### Placed cells, one color a class

Drawn at 1 px/µm. Fill, decap, tap and diode cells in gray.
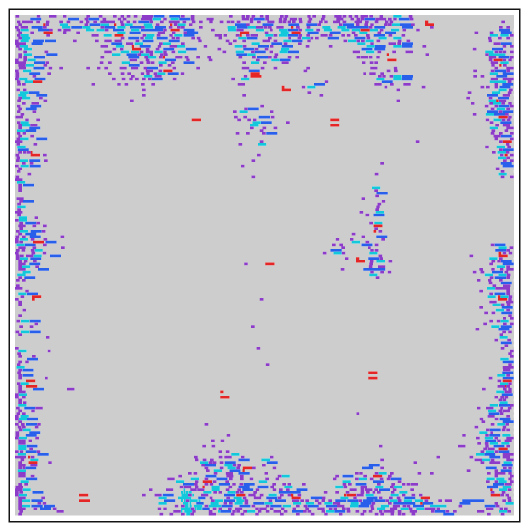
### M3 wires

Drawn at 1 px/µm.
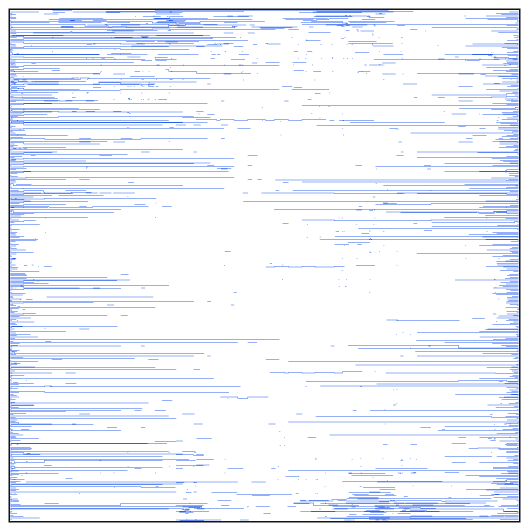
### Track usage over the die

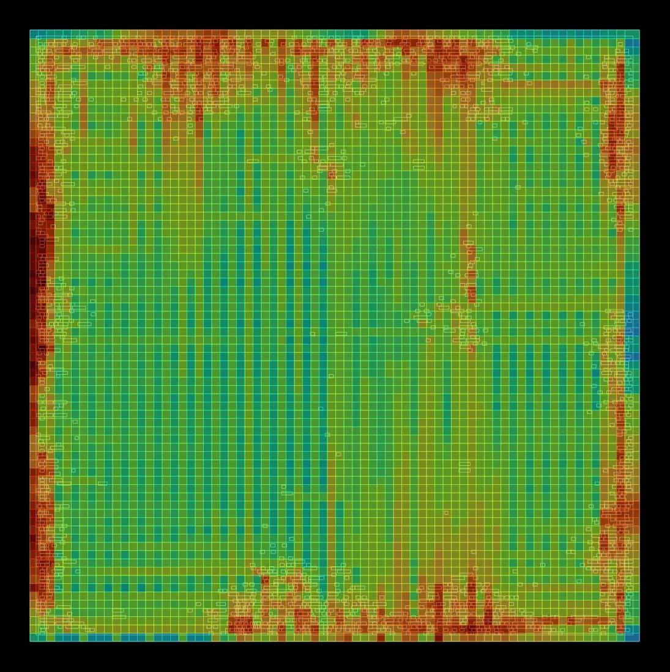
**config.mk**
```make
export PLATFORM = sky130hd
export DESIGN_NAME = rr_arb_pipe
export DESIGN_NICKNAME = d
export VERILOG_FILES = /design/src/rtl/rr_arb_pipe_pkg.sv /design/src/rtl/rr_arb_pipe_grant.sv /design/src/rtl/rr_arb_pipe.sv
export SDC_FILE = /design/constraint.sdc
export NUM_CORES = 1
export LEC_CHECK = 0
export CAP_MARGIN = 10
export CORE_AREA = 5 5 504 506
export DETAILED_ROUTE_END_ITERATION = 10
export DIE_AREA = 0 0 509 511
export SYNTH_ARGS = -nofsm -noshare
export SYNTH_HDL_FRONTEND = slang
export SYNTH_HIERARCHICAL = 1
export SYNTH_SLANG_ARGS = --single-unit
```
**constraint.sdc**
```tcl
create_clock -name clk -period 10.4 [get_ports clk]
set_input_delay 2.6 -clock clk [delete_from_list [all_inputs] [get_ports clk]]
set_output_delay 2.6 -clock clk [all_outputs]
set_load 0.05 [all_outputs]
```
**src/rtl/rr_arb_pipe_pkg.sv**
```systemverilog
// Shared definitions for the round-robin arbiter pipe and its grant logic:
// width helper and the flat-bus slice macro used on NUM_REQ*DATA_WIDTH buses.
`ifndef RR_ARB_PIPE_PKG_SV
`define RR_ARB_PIPE_PKG_SV

// Select slice idx of width w out of a flat concatenated bus.
`define RR_SLICE(bus, idx, w) bus[(idx)*(w) +: (w)]

package rr_arb_pipe_pkg;

  localparam int DefDataWidth = 256;
  localparam int DefNumReq    = 4;

  // Ceiling log2; a single requester still needs no index bits.
  function automatic int clog2(input int value);
    int r;
    r = 0;
    while ((1 << r) < value) begin
      r = r + 1;
    end
    return r;
  endfunction

endpackage

`endif

```
**src/rtl/rr_arb_pipe_grant.sv**
```systemverilog
// Round-robin grant: picks the first asserted request at or above ptr,
// wrapping around. The request vector is doubled, with the lower copy
// masked below ptr, so a plain lowest-bit priority encode gives the answer.
module rr_grant
  import rr_arb_pipe_pkg::*;
#(
  parameter int NUM_REQ  = 4,
  parameter int ID_WIDTH = 2
) (
  input  logic [NUM_REQ-1:0]  req_i,
  input  logic [ID_WIDTH-1:0] ptr_i,
  output logic [NUM_REQ-1:0]  gnt_o,
  output logic [ID_WIDTH-1:0] gnt_idx_o,
  output logic                gnt_any_o
);

  logic [NUM_REQ-1:0]   maskedReq;
  logic [2*NUM_REQ-1:0] dblReq;

  // Masked double-width priority encode, lowest set bit wins.
  always_comb begin
    maskedReq = '0;
    for (int i = 0; i < NUM_REQ; i++) begin
      maskedReq[i] = req_i[i] && (i >= int'(ptr_i));
    end
    dblReq    = {req_i, maskedReq};
    gnt_any_o = |req_i;
    gnt_idx_o = '0;
    for (int i = 2*NUM_REQ-1; i >= 0; i--) begin
      if (dblReq[i]) begin
        gnt_idx_o = ID_WIDTH'(i % NUM_REQ);
      end
    end
    gnt_o = '0;
    if (gnt_any_o) begin
      gnt_o[gnt_idx_o] = 1'b1;
    end
  end

endmodule

```
**src/rtl/rr_arb_pipe.sv**
```systemverilog
// N-to-1 round-robin arbiter feeding one registered valid/ready stage.
// The held beat carries the index of the requester that supplied it.
module rr_arb_pipe
  import rr_arb_pipe_pkg::*;
#(
  parameter int DATA_WIDTH = 256,
  parameter int NUM_REQ    = 4,
  parameter int ID_WIDTH   = 2
) (
  input  logic                          clk,
  input  logic                          reset,
  input  logic [NUM_REQ-1:0]            req_valid,
  input  logic [NUM_REQ*DATA_WIDTH-1:0] req_data,
  output logic [NUM_REQ-1:0]            req_ready,
  output logic                          pipe_out_valid,
  output logic [DATA_WIDTH-1:0]         pipe_out_data,
  output logic [ID_WIDTH-1:0]           pipe_out_id,
  input  logic                          pipe_out_ready
);

  if (ID_WIDTH != clog2(NUM_REQ)) begin : g_bad_id_width
    $error("rr_arb_pipe: ID_WIDTH must equal clog2(NUM_REQ)");
  end
  if (NUM_REQ < 2) begin : g_bad_num_req
    $error("rr_arb_pipe: NUM_REQ must be at least 2");
  end

  logic                  valid_q, valid_d;
  logic [DATA_WIDTH-1:0] data_q, data_d;
  logic [ID_WIDTH-1:0]   id_q, id_d;
  logic [ID_WIDTH-1:0]   ptr_q, ptr_d;
  logic                  load;
  logic                  xfer;
  logic [NUM_REQ-1:0]    gnt;
  logic [ID_WIDTH-1:0]   gntIdx;
  logic                  gntAny;

  rr_grant #(
    .NUM_REQ  (NUM_REQ),
    .ID_WIDTH (ID_WIDTH)
  ) u_grant (
    .req_i     (req_valid),
    .ptr_i     (ptr_q),
    .gnt_o     (gnt),
    .gnt_idx_o (gntIdx),
    .gnt_any_o (gntAny)
  );

  // Stage accepts when empty or draining; reset suppresses any handshake.
  always_comb begin
    load      = !valid_q || pipe_out_ready;
    req_ready = (load && !reset) ? gnt : '0;
    xfer      = load && gntAny && !reset;
  end

  // Next stage contents: load the granted beat, otherwise hold.
  always_comb begin
    valid_d = valid_q;
    data_d  = data_q;
    id_d    = id_q;
    if (load) begin
      valid_d = gntAny;
      data_d  = `RR_SLICE(req_data, gntIdx, DATA_WIDTH);
      id_d    = gntIdx;
    end
  end

  // Pointer moves just past the requester that transferred, wrapping to 0.
  always_comb begin
    ptr_d = ptr_q;
    if (xfer) begin
      ptr_d = (gntIdx == ID_WIDTH'(NUM_REQ-1)) ? '0 : gntIdx + ID_WIDTH'(1);
    end
  end

  // Control state: stage valid flag and round-robin pointer.
  always_ff @(posedge clk) begin
    if (reset) begin
      valid_q <= 1'b0;
      ptr_q   <= '0;
    end else begin
      valid_q <= valid_d;
      ptr_q   <= ptr_d;
    end
  end

  // Payload and source index; meaningless while valid_q is low.
  always_ff @(posedge clk) begin
    data_q <= data_d;
    id_q   <= id_d;
  end

  assign pipe_out_valid = valid_q;
  assign pipe_out_data  = data_q;
  assign pipe_out_id    = id_q;

endmodule

```
==> results.sh <==
# implementation run metrics
export IMPL_crit_end="req_ready[3]"
export IMPL_overflow=0
export IMPL_sequentialPower_mw=1.54
export IMPL_fmax_mhz=138.5
export IMPL_initCoreUtil=0.05724
export IMPL_crit_path_max_fanout=5
export IMPL_dr_pass1_iters=5
export IMPL_hp_class="flop to flop"
export IMPL_ir_worst_vdd_mv=0.1020
export IMPL_dp_cells=5217
export IMPL_cts_made_buffers=41
export IMPL_top_logic_kind="multiplexers"
export IMPL_outcome="finished, final reports clean"
export IMPL_powerComb_mw=2.41
export IMPL_ys_sh_adder=0.0008759
export IMPL_ys_cells=617
export IMPL_ys_sh_aoi=0.008846
export IMPL_ys_sh_xor=0
export IMPL_grt_pass1_vias=15560
export IMPL_arrival_ps=4620
export IMPL_critPathLaunchType="primary input"
export IMPL_io_pins=1294
export IMPL_ys_ff=261
export IMPL_flop_cell="edfxtp_1"
export IMPL_lay_top_count="clkdlybuf4s50_1"
export IMPL_synth_area_per_cell_um2=23.15
export IMPL_cp_slowest_cell="clkdlybuf4s50_1"
export IMPL_cpPeakStageDelay_ps=720
export IMPL_hold_worst_slack_ps=629.2
export IMPL_cp_required_ps=7800
export IMPL_power_frac_seq=0.285
export IMPL_switching_share=0.3889
export IMPL_dpl_worst_slack_ps=3219
export IMPL_hold_end="ptr_q[0]$_SDFFE_PP0P_"
export IMPL_cts_tree="yes"
export IMPL_die_width_um=509
export IMPL_final_cell_count_no_fill=5388
export IMPL_rows=184
export IMPL_finalClockPeriodUsage=0.6944
export IMPL_route_met3_wl_um=41730
export IMPL_mostFrequentLayoutCells="clkdlybuf4s50_1, edfxtp_1, mux4_2"
export IMPL_netlist_instances=617
export IMPL_period_minus_slack_ps=7222
export IMPL_wl_met2_um=91830
export IMPL_place_hpwl_um=197000
export IMPL_ys_seq_share=0.5466
export IMPL_antenna_found_initial=393
export IMPL_synth_cell_types=27
export IMPL_n_fill_cell=28200
export IMPL_ctsHtreeMaxLevel=2
export IMPL_power_frac_clock=0.268
export IMPL_cts_repair_resized=0
export IMPL_p_int_mw=3.296
export IMPL_io_buffer_count=1293
export IMPL_crit_type="primary input to primary output"
export IMPL_maxPowerGroup="combinational cells"
export IMPL_hold_depth=2
export IMPL_insertion_delay_ps=640
export IMPL_drive_above_1_share=0.1764
export IMPL_path_cells="clkdlybuf4s50_1 -> nor2b_1 -> nor2_1 -> and2_1 -> clkdlybuf4s50_1"
Back to the opening pictures, 'Placed cells, one color a class':
Key: blue = flip-flops [cells 261]; red = clock drivers and dummy loads [cells 75]; cyan = all other logic [cells 299]; purple = other buffers and delay cells [cells 1309]
Final Core Density: 0.1310
core box area: 249600 µm²

Back to the opening pictures, 'M3 wires':
The wires run mostly horizontal. The layer holds 20% of the routed length. 951 nets have wire on it. The longest straight run is 275 µm. The layer carries 41.7 mm of wire.
DR vias: 15860
M3 GR Usage: 0.1344
total wire length: 213000 µm

Back to the opening pictures, 'Track usage over the die':
M2 GR Usage: 0.2423
busiest grt layer: met2
met1 global-route usage: 0.1503
wire length per cell: 39.52 µm
GRT Resource Usage Total: 0.1567

-- cells in the mapped netlist (2+ instances only) --
cell      number
inv_1          2
mux4_2       256
a21oi_1       10
inv_2          2
dfxtp_1        3
and2_1         4
buf_6         27
clkbuf_1       2
edfxtp_1     258
nand2b_1       3
nor2_1         4
buf_2         27
nand3_1        2
o21ai_0        4
-- sequential cells by signal, indices dropped and copies added (netlist names) --
register / flops
pipe_out_data: 256
pipe_out_valid: 1
pipe_out_id: 2
ptr_q: 2
-- cell type report --
cell class                      instances  area [µm²]  area share
Tap cell                             3348        4189      0.1281
Clock buffer                           49        1099     0.03360
Multi-Input combinational cell        295        6026      0.1843
Inverter                                4       22.52   0.0006888
Antenna cell                           96       240.2    0.007347
Timing Repair Buffer                 1309       13100      0.4006
Clock inverter                         26       216.5    0.006620
Sequential cell                       261        7807      0.2388
